==> config.mk <==
export PLATFORM = sky130hd
export DESIGN_NAME = spi_slave
export DESIGN_NICKNAME = d
export VERILOG_FILES = /design/src/rtl/spi_pkg.sv /design/src/rtl/spi_sync_edge.sv /design/src/rtl/spi_slave.sv
export SDC_FILE = /design/constraint.sdc
export NUM_CORES = 1
export LEC_CHECK = 0
export CAP_MARGIN = 15
export CORE_MARGIN = 1
export CORE_UTILIZATION = 40
export CTS_CLUSTER_DIAMETER = 60
export DETAILED_ROUTE_END_ITERATION = 16
export SLEW_MARGIN = 20
export SYNTH_ARGS = -nofsm -noshare
export SYNTH_HDL_FRONTEND = slang
export SYNTH_HIERARCHICAL = 1
export SYNTH_SLANG_ARGS = --single-unit
==> constraint.sdc <==
create_clock -name clk_25mhz -period 1.7 [get_ports clk_25mhz]
set_input_delay 0.17 -clock clk_25mhz [delete_from_list [all_inputs] [get_ports clk_25mhz]]
set_output_delay 0.17 -clock clk_25mhz [all_outputs]
set_load 0.05 [all_outputs]
==> src/rtl/spi_pkg.sv <==
// -----------------------------------------------------------------------------
// spi_pkg
// Shared definitions for the SPI mode-0 responder (spi_slave).
//   SPI_DATA_W_DEFAULT : default word width in bits
//   SPI_FILL_WORD      : word sent when the host has nothing ready (underrun)
//   spi_slave_state_t  : responder state (IDLE / ACTIVE)
// -----------------------------------------------------------------------------
package spi_pkg;

    localparam int SPI_DATA_W_DEFAULT = 8;
    localparam int SPI_FILL_WORD      = 0;

    typedef enum logic {
        IDLE   = 1'b0,
        ACTIVE = 1'b1
    } spi_slave_state_t;

endpackage

==> src/rtl/spi_sync_edge.sv <==
// -----------------------------------------------------------------------------
// spi_sync_edge
// Multi-flop synchroniser for one asynchronous pin, followed by a one-cycle
// rise/fall detector working on the synchronised level.
//
// Ports:
//   clk    in   system clock
//   rst    in   synchronous active-high reset
//   din    in   asynchronous pin
//   level  out  synchronised pin level
//   rise   out  one-cycle pulse on a synchronised 0->1 transition
//   fall   out  one-cycle pulse on a synchronised 1->0 transition
//
// Parameters:
//   SYNC_STAGES  synchroniser depth (2 or more)
//   RST_VAL      level the chain and edge history take during reset
// -----------------------------------------------------------------------------
module spi_sync_edge #(
    parameter int   SYNC_STAGES = 2,
    parameter logic RST_VAL     = 1'b0
) (
    input  logic clk,
    input  logic rst,
    input  logic din,
    output logic level,
    output logic rise,
    output logic fall
);

    logic [SYNC_STAGES-1:0] sync_reg;
    logic                   prev_reg;
    // Fills with ones after reset. Edges are reported only once the chain and
    // the edge history hold real pin samples, so a pin that already differs
    // from RST_VAL when reset is released does not fake an edge. This keeps a
    // CS held low across a reset from restarting a transfer.
    logic [SYNC_STAGES:0]   prime_reg;

    always_ff @(posedge clk) begin
        if (rst) begin
            sync_reg[0] <= RST_VAL;
        end else begin
            sync_reg[0] <= din;
        end
    end

    generate
        for (genvar gi = 1; gi < SYNC_STAGES; gi++) begin : g_stage
            always_ff @(posedge clk) begin
                if (rst) begin
                    sync_reg[gi] <= RST_VAL;
                end else begin
                    sync_reg[gi] <= sync_reg[gi-1];
                end
            end
        end
    endgenerate

    always_ff @(posedge clk) begin
        if (rst) begin
            prev_reg  <= RST_VAL;
            prime_reg <= '0;
        end else begin
            prev_reg  <= sync_reg[SYNC_STAGES-1];
            prime_reg <= {prime_reg[SYNC_STAGES-1:0], 1'b1};
        end
    end

    assign level = sync_reg[SYNC_STAGES-1];
    assign rise  = prime_reg[SYNC_STAGES] &  level & ~prev_reg;
    assign fall  = prime_reg[SYNC_STAGES] & ~level &  prev_reg;

endmodule

==> src/rtl/spi_slave.sv <==
// -----------------------------------------------------------------------------
// spi_slave
// SPI mode-0 (CPOL=0, CPHA=0) responder. The SPI pins are oversampled in the
// clk_25mhz domain; MOSI is deserialised into DATA_W-bit words and a
// host-supplied word is shifted out on MISO, MSB first.
//
// Ports:
//   clk_25mhz    in   system clock
//   rst          in   synchronous active-high reset
//   spi_clk      in   SCLK from the master (asynchronous)
//   spi_cs       in   chip select, active low (asynchronous)
//   spi_mosi     in   master-out data (asynchronous)
//   spi_miso     out  slave-out data (registered, 0 when not selected)
//   rx_data      out  last complete received word
//   rx_valid     out  one-cycle strobe: rx_data updated
//   tx_data      in   next word to transmit
//   tx_valid     in   tx_data holds a fresh word
//   tx_ack       out  one-cycle strobe: tx_data consumed this cycle
//   tx_underrun  out  (only with SPI_SLAVE_UNDERRUN_EN) one-cycle pulse when a
//                     word load found tx_valid low and the fill word was sent
//   busy         out  high while the transfer is selected
//
// Build option: define SPI_SLAVE_UNDERRUN_EN to add the tx_underrun output.
// SCLK phases must each last at least 4 clk_25mhz cycles.
// -----------------------------------------------------------------------------
import spi_pkg::*;

module spi_slave #(
    parameter int DATA_W      = SPI_DATA_W_DEFAULT,
    parameter int SYNC_STAGES = 2
) (
    input  logic              clk_25mhz,
    input  logic              rst,
    input  logic              spi_clk,
    input  logic              spi_cs,
    input  logic              spi_mosi,
    output logic              spi_miso,
    output logic [DATA_W-1:0] rx_data,
    output logic              rx_valid,
    input  logic [DATA_W-1:0] tx_data,
    input  logic              tx_valid,
    output logic              tx_ack,
`ifdef SPI_SLAVE_UNDERRUN_EN
    output logic              tx_underrun,
`endif
    output logic              busy
);

    localparam int CNT_W = (DATA_W > 1) ? $clog2(DATA_W) : 1;

    // Synchronised pins and their edges
    logic sclk_level, sclk_rise, sclk_fall;
    logic cs_level, cs_rise, cs_fall;
    logic mosi_level;

    spi_sync_edge #(.SYNC_STAGES(SYNC_STAGES), .RST_VAL(1'b0)) u_sync_clk (
        .clk   (clk_25mhz),
        .rst   (rst),
        .din   (spi_clk),
        .level (sclk_level),
        .rise  (sclk_rise),
        .fall  (sclk_fall)
    );

    spi_sync_edge #(.SYNC_STAGES(SYNC_STAGES), .RST_VAL(1'b1)) u_sync_cs (
        .clk   (clk_25mhz),
        .rst   (rst),
        .din   (spi_cs),
        .level (cs_level),
        .rise  (cs_rise),
        .fall  (cs_fall)
    );

    spi_sync_edge #(.SYNC_STAGES(SYNC_STAGES), .RST_VAL(1'b0)) u_sync_mosi (
        .clk   (clk_25mhz),
        .rst   (rst),
        .din   (spi_mosi),
        .level (mosi_level),
        .rise  (),
        .fall  ()
    );

    spi_slave_state_t  state_reg;
    logic [CNT_W-1:0]  bit_cnt_reg;
    logic [DATA_W-1:0] rx_shift_reg;
    logic [DATA_W-1:0] tx_shift_reg;
    logic [DATA_W-1:0] rx_data_reg;
    logic              rx_valid_reg;
    logic              tx_ack_reg;
    logic              spi_miso_reg;
`ifdef SPI_SLAVE_UNDERRUN_EN
    logic              tx_underrun_reg;
`endif

    // Transmit datapath: next shift-register contents and whether a new word
    // is taken from the host this cycle. cs_rise outranks any SCLK edge.
    logic [DATA_W-1:0] load_word;
    logic [DATA_W-1:0] tx_shift_next;
    logic              load_req;
    logic              active_next;
    logic              word_done;

    assign word_done = (bit_cnt_reg == CNT_W'(DATA_W-1));

    always_comb begin
        load_word     = tx_valid ? tx_data : DATA_W'(SPI_FILL_WORD);
        load_req      = 1'b0;
        tx_shift_next = tx_shift_reg;
        active_next   = (state_reg == ACTIVE);
        if (state_reg == IDLE) begin
            if (cs_fall) begin
                tx_shift_next = load_word;
                load_req      = 1'b1;
                active_next   = 1'b1;
            end
        end else if (cs_rise) begin
            tx_shift_next = '0;
            active_next   = 1'b0;
        end else if (sclk_fall) begin
            // A counter at zero after a fall means the previous word has
            // just completed, so the next one is fetched instead of shifting.
            if (bit_cnt_reg == '0) begin
                tx_shift_next = load_word;
                load_req      = 1'b1;
            end else begin
                tx_shift_next = {tx_shift_reg[DATA_W-2:0], 1'b0};
            end
        end
    end

    always_ff @(posedge clk_25mhz) begin
        if (rst) begin
            state_reg       <= IDLE;
            bit_cnt_reg     <= '0;
            rx_shift_reg    <= '0;
            tx_shift_reg    <= '0;
            rx_data_reg     <= '0;
            rx_valid_reg    <= 1'b0;
            tx_ack_reg      <= 1'b0;
            spi_miso_reg    <= 1'b0;
`ifdef SPI_SLAVE_UNDERRUN_EN
            tx_underrun_reg <= 1'b0;
`endif
        end else begin
            rx_valid_reg    <= 1'b0;
            tx_ack_reg      <= load_req & tx_valid;
`ifdef SPI_SLAVE_UNDERRUN_EN
            tx_underrun_reg <= load_req & ~tx_valid;
`endif
            tx_shift_reg    <= tx_shift_next;
            spi_miso_reg    <= active_next & tx_shift_next[DATA_W-1];

            case (state_reg)
                IDLE: begin
                    if (cs_fall) begin
                        state_reg   <= ACTIVE;
                        bit_cnt_reg <= '0;
                    end
                end
                ACTIVE: begin
                    if (cs_rise) begin
                        // Any partial word is abandoned without a strobe.
                        state_reg   <= IDLE;
                        bit_cnt_reg <= '0;
                    end else if (sclk_rise) begin
                        rx_shift_reg <= {rx_shift_reg[DATA_W-2:0], mosi_level};
                        if (word_done) begin
                            rx_data_reg  <= {rx_shift_reg[DATA_W-2:0], mosi_level};
                            rx_valid_reg <= 1'b1;
                            bit_cnt_reg  <= '0;
                        end else begin
                            bit_cnt_reg  <= bit_cnt_reg + 1'b1;
                        end
                    end
                end
                default: begin
                    state_reg   <= IDLE;
                    bit_cnt_reg <= '0;
                end
            endcase
        end
    end

    assign spi_miso = spi_miso_reg;
    assign rx_data  = rx_data_reg;
    assign rx_valid = rx_valid_reg;
    assign tx_ack   = tx_ack_reg;
    assign busy     = (state_reg == ACTIVE);
`ifdef SPI_SLAVE_UNDERRUN_EN
    assign tx_underrun = tx_underrun_reg;
`endif

    // The synchronised SCLK/CS levels are only consumed through their edges.
    logic unused_levels;
    assign unused_levels = sclk_level ^ cs_level;

endmodule

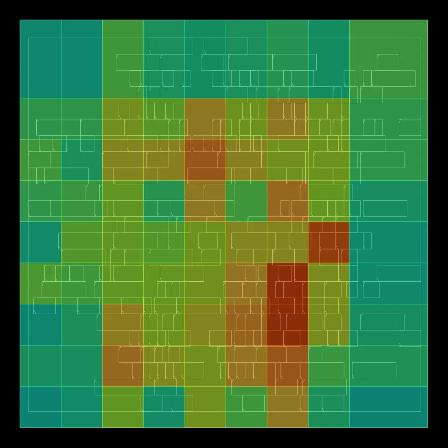
(run_1/congestion.png)
met1 usage: 21.6%
GRT Total Usage: 17.0%
M3 GR Usage: 5.67%
Util after Layout: 52.5%

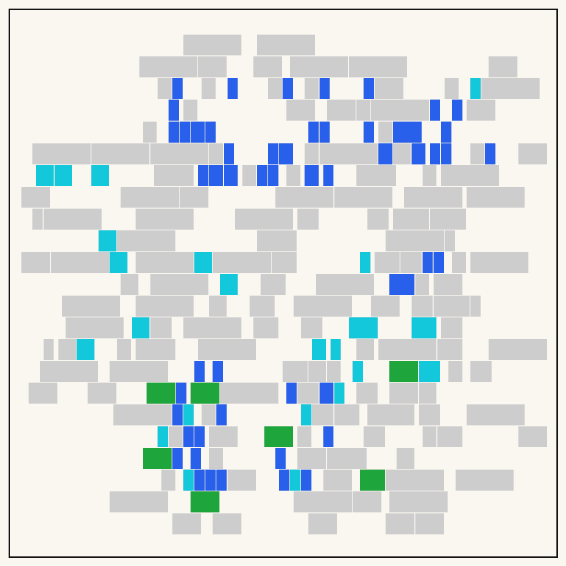
(run_1/logic_types.png)
(8 px per um)
Key: blue = NAND gates [cells 53, most used nand2_1]; green = AND-OR and OR-AND gates [cells 7, most used a32o_1]; cyan = NOR gates [cells 23, most used nor2_1]

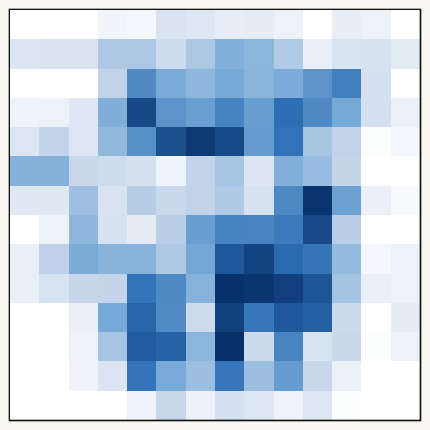
(run_1/metal_density.png)
(6 px per um) The die is cut into 14 by 14 equal tiles; white is low, dark blue is high, scaled to the fullest tile. Values are wire area over tile area, all layers added.
The mean over all tiles is 0.11. 16% of the tiles are nearly empty. 26% of the tiles are over half the peak. The fullest tile reaches 0.34. The densest ninth of the die: south.
total number of vias: 1386
Total Wirelength: 3350 um
Avg WL per Cell: 12.2 um

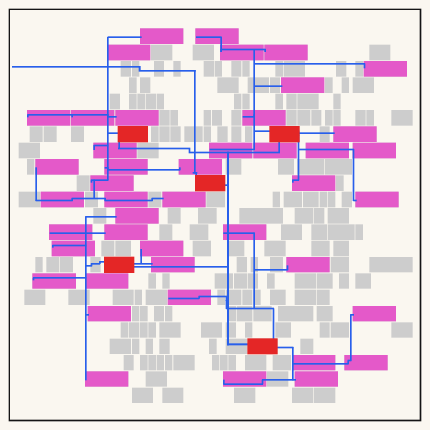
(run_1/clk_routes.png)
(6 px per um)
Key: blue = clock wires [length 509 um]; magenta = flip-flops [count 44]; red = clock drivers [count 5]
There are 6 routed clock nets. Position of the flops: spread over the die.

==> results.yml, run 1 <==
# synthesis and place-and-route metrics
place:
  placed_cell_area_sq_mm: 0.00208
  place_congestion: 0.837
run:
  tool_warnings: 27
  maxCapViolCount: 0
final_layout:
  final_layout_size_suffix_gt1_share_pct: 11.6
  lay_top_count: "dfxtp_1"
  area_growth_pct: 23.0
  clock_buffers: 5
  signal_buffers: 33
  nNetsFinal: 242
  inv_count: 4
  fillers: 408
  diodes: 0
  final_cells: 275
  ff_count: 44
  final_cell_mix: "44 x dfxtp_1, 43 x nand2_1, 24 x clkdlybuf4s50_1, 20 x a21oi_1, 10 x nor2_1"
clock_tree:
  ctsHoldBuffers: 0
  cts.clk_slew.worst_paths_ns: 0.08
  post_cts_buffers: 0
  htree_levels: 2
  cts_resized: 0
  clock_latency_ns: 0.29
  cts_sinks: 44
drt:
  ant_nets: 0
  wl_met2_um: 1570
  routed-wl-met3_um: 110
  wl_met1_um: 1620
yosys:
  synth.avg_cell_area_sq_um: 9.02
  syn_area_sq_mm: 0.00176
  yosysWarnings: 6
run_status:
  status: "finished clean"
pwr:
  p_leak_uw: 0.000835
  p_sw_share_pct: 22.0
  switching_power_uw: 387
  top_power_group: "sequential cells"
  comb-power_uw: 93.7
  total_power_uw: 1760
worst_setup_path:
  r2r-end: "tx_shift_reg[5]"
  slowest_delay_ns: 0.81
  worst-path-max-fanout: 2
  worst-path-buf-inv: 1
  cp_num_cells: 1
  r2r-start: "bit_cnt_reg[0]"
  reg2reg_depth: 6
  crit_start: "rx_data[0]"
  slowest_stage: "clkdlybuf4s50_1"
grt:
  grt_max_degree: 29
  antenna_found_initial: 0
final_timing:
  rsz0062_at_grt: "no"
  fmax_mhz: 620
  slew_viol_final: 0
  relSlewSlack_pct: 65.8
  setup_ws_ns: 0.0873
  finalClockPeriodUsage_pct: 94.9
  hold_viol_final: 0
die:
  fp_util_pct: 42.7
  chipWidth_um: 68.3
  row_count: 23
  num_tap_cells: 50
  coreArea_sq_mm: 0.00412
  die_area_sq_mm: 0.00466
min_path:
  hp-start: "u_sync_cs/sync_reg[0]"
  holdPathEnd: "u_sync_cs/level"
  holdPathStages: 1
==> inputs of run 2 (changes only) <==
--- a/config.mk
+++ b/config.mk
@@ -15,3 +15,4 @@
 export SYNTH_HDL_FRONTEND = slang
 export SYNTH_HIERARCHICAL = 1
 export SYNTH_SLANG_ARGS = --single-unit
+export TNS_END_PERCENT = 5
==> results.yml, run 2 <==
# synthesis and place-and-route metrics
pwr:
  top_power_group: "sequential cells"
  p_sw_share_pct: 22.0
final_layout:
  nNetsFinal: 242
  inv_count: 4
  signal_buffers: 33
  clock_buffers: 5
  post-route-util_pct: 52.5
  final_cell_mix: "44 x dfxtp_1, 43 x nand2_1, 24 x clkdlybuf4s50_1, 20 x a21oi_1, 10 x nor2_1"
worst_setup_path:
  crit_start: "rx_data[0]"
  r2r-start: "bit_cnt_reg[0]"
  r2r-end: "tx_shift_reg[5]"
  worst-path-buf-inv: 1
  slowest_stage: "clkdlybuf4s50_1"
  cp_num_cells: 1
  reg2reg_depth: 6
  worst-path-max-fanout: 2
  slowest_delay_ns: 0.81
die:
  coreArea_sq_mm: 0.00412
  fp_util_pct: 42.7
place:
  placed_cell_area_sq_mm: 0.00208
  place_congestion: 0.837
final_timing:
  fmax_mhz: 620
  finalClockPeriodUsage_pct: 94.9
  setup_ws_ns: 0.0873
  rsz0062_at_grt: "no"
  relSlewSlack_pct: 65.8
drt:
  wl_met1_um: 1620
  via_count: 1386
  routed_wl_um: 3350
  routed-wl-met3_um: 110
  wl_met2_um: 1570
clock_tree:
  cts.clk_slew.worst_paths_ns: 0.08
  post_cts_buffers: 0
  ctsHoldBuffers: 0
  cts_resized: 0
  htree_levels: 2
grt:
  antenna_found_initial: 0
  grt_max_degree: 29
  met1_usage_pct: 21.6
min_path:
  holdPathEnd: "u_sync_cs/level"
yosys:
  yosysWarnings: 6
  syn_area_sq_mm: 0.00176
  synth.avg_cell_area_sq_um: 9.02
run:
  tool_warnings: 27
run_status:
  status: "finished clean"
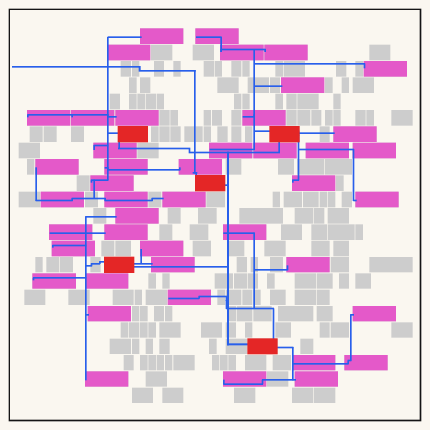
(run_2/clk_routes.png)
(6 px per um)
clk latency late pin: 0.29 ns
clock share of power: 35.0%
Clock Skew: 0.00940 ns

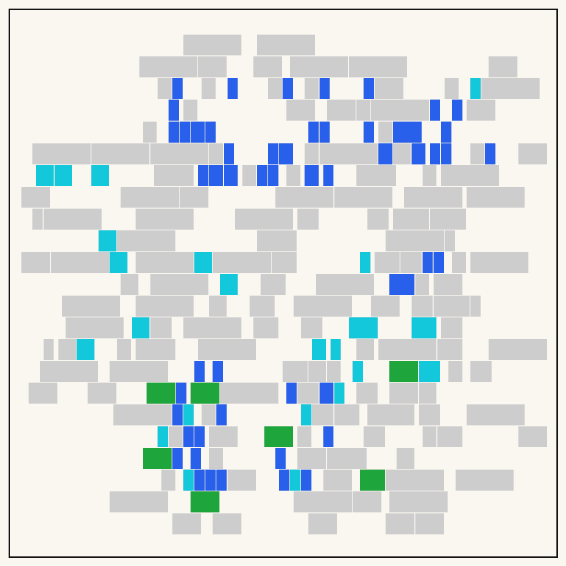
(run_2/logic_types.png)
(8 px per um)
Commonest Layout Cell: dfxtp_1
number of non-filler instances in the completed layout: 275

==> inputs of run 3 (changes only) <==
--- a/config.mk
+++ b/config.mk
@@ -10,6 +10,7 @@
 export CORE_UTILIZATION = 40
 export CTS_CLUSTER_DIAMETER = 60
 export DETAILED_ROUTE_END_ITERATION = 16
+export SETUP_SLACK_MARGIN = 0.02
 export SLEW_MARGIN = 20
 export SYNTH_ARGS = -nofsm -noshare
 export SYNTH_HDL_FRONTEND = slang
==> results.yml, run 3 <==
# synthesis and place-and-route metrics
final_layout:
  nNetsFinal: 242
  diodes: 0
  ff_count: 44
  final_cell_mix: "44 x dfxtp_1, 43 x nand2_1, 24 x clkdlybuf4s50_1, 20 x a21oi_1, 10 x nor2_1"
  fillers: 408
  lay_top_count: "dfxtp_1"
  final_cells: 275
  signal_buffers: 33
  inv_count: 4
  logic_area_sq_um: 802
  final_layout_size_suffix_gt1_share_pct: 11.6
  post-route-util_pct: 52.5
  clock_buffers: 5
  area_growth_pct: 23.0
clock_tree:
  clock_path_buffers: 2
  cts_sinks: 44
  cts.clk_slew.worst_paths_ns: 0.08
  ctsHoldBuffers: 0
  cts_resized: 0
  clock_latency_ns: 0.29
  post_cts_buffers: 0
pwr:
  switching_power_uw: 387
  p_sw_share_pct: 22.0
  power_frac_clock_pct: 35.0
  p_leak_uw: 0.000835
  total_power_uw: 1760
  top_power_group: "sequential cells"
  comb-power_uw: 93.7
  combPwrFrac_pct: 5.3
die:
  coreArea_sq_mm: 0.00412
  die_area_sq_mm: 0.00466
  chipWidth_um: 68.3
  fp_util_pct: 42.7
  num_tap_cells: 50
  row_count: 23
min_path:
  holdPathStages: 1
  holdPathEnd: "u_sync_cs/level"
  hp-start: "u_sync_cs/sync_reg[0]"
grt:
  grt_pass1_vias: 1294
  use_met3_pct: 5.67
  met1_usage_pct: 21.6
  grt_use_total_pct: 17.0
  grt_max_degree: 29
  antenna_found_initial: 0
drt:
  wl_per_cell_um: 12.2
  wl_met2_um: 1570
  routed_wl_um: 3350
  routed-wl-met3_um: 110
  ant_nets: 0
  via_count: 1386
  drtIter0Drc: 105
  wl_met1_um: 1620
run:
  maxCapViolCount: 0
  tool_warnings: 27
worst_setup_path:
  worst-path-buf-inv: 1
  reg2reg_depth: 6
  r2r-start: "bit_cnt_reg[0]"
  crit_start: "rx_data[0]"
  worst-path-max-fanout: 2
  cp_num_cells: 1
  r2r-end: "tx_shift_reg[5]"
  slowest_delay_ns: 0.81
  slowest_stage: "clkdlybuf4s50_1"
place:
  place_congestion: 0.837
  placed_cell_area_sq_mm: 0.00208
yosys:
  synth.avg_cell_area_sq_um: 9.02
  syn_area_sq_mm: 0.00176
  yosysWarnings: 6
final_timing:
  finalClockPeriodUsage_pct: 94.9
  relSlewSlack_pct: 65.8
  setup_ws_ns: 0.0873
  skew_ns: 0.00940
  slew_viol_final: 0
  fmax_mhz: 620
  hold_viol_final: 0
  rsz0062_at_grt: "no"
run_status:
  status: "finished clean"
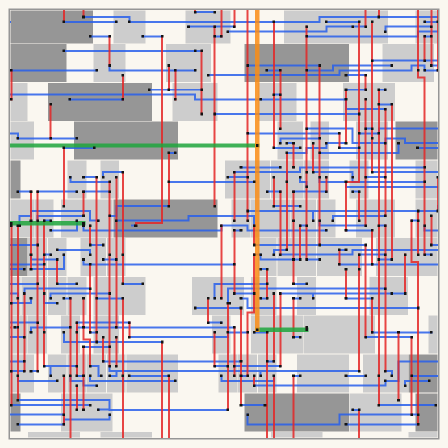
(run_3/detail.png)
Window x 19 to 49, y 5 to 35 um. Cells in grey, sequential cells in the stronger grey; small squares are vias.
Key: orange = metal 4; green = metal 3; blue = metal 1; red = metal 2
69 logic cells have their middle in the window. Netlist names of flops here include tx_shift_reg (3). Most frequent: nand2_1 (17), nor2_1 (8), dfxtp_1 (7). Sequential cells in the window: 7.

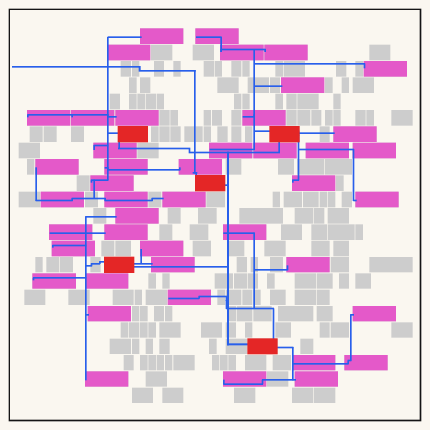
(run_3/clk_routes.png)
(6 px per um)
P_clk: 617 uW

Power and IR drop assume default switching activity.
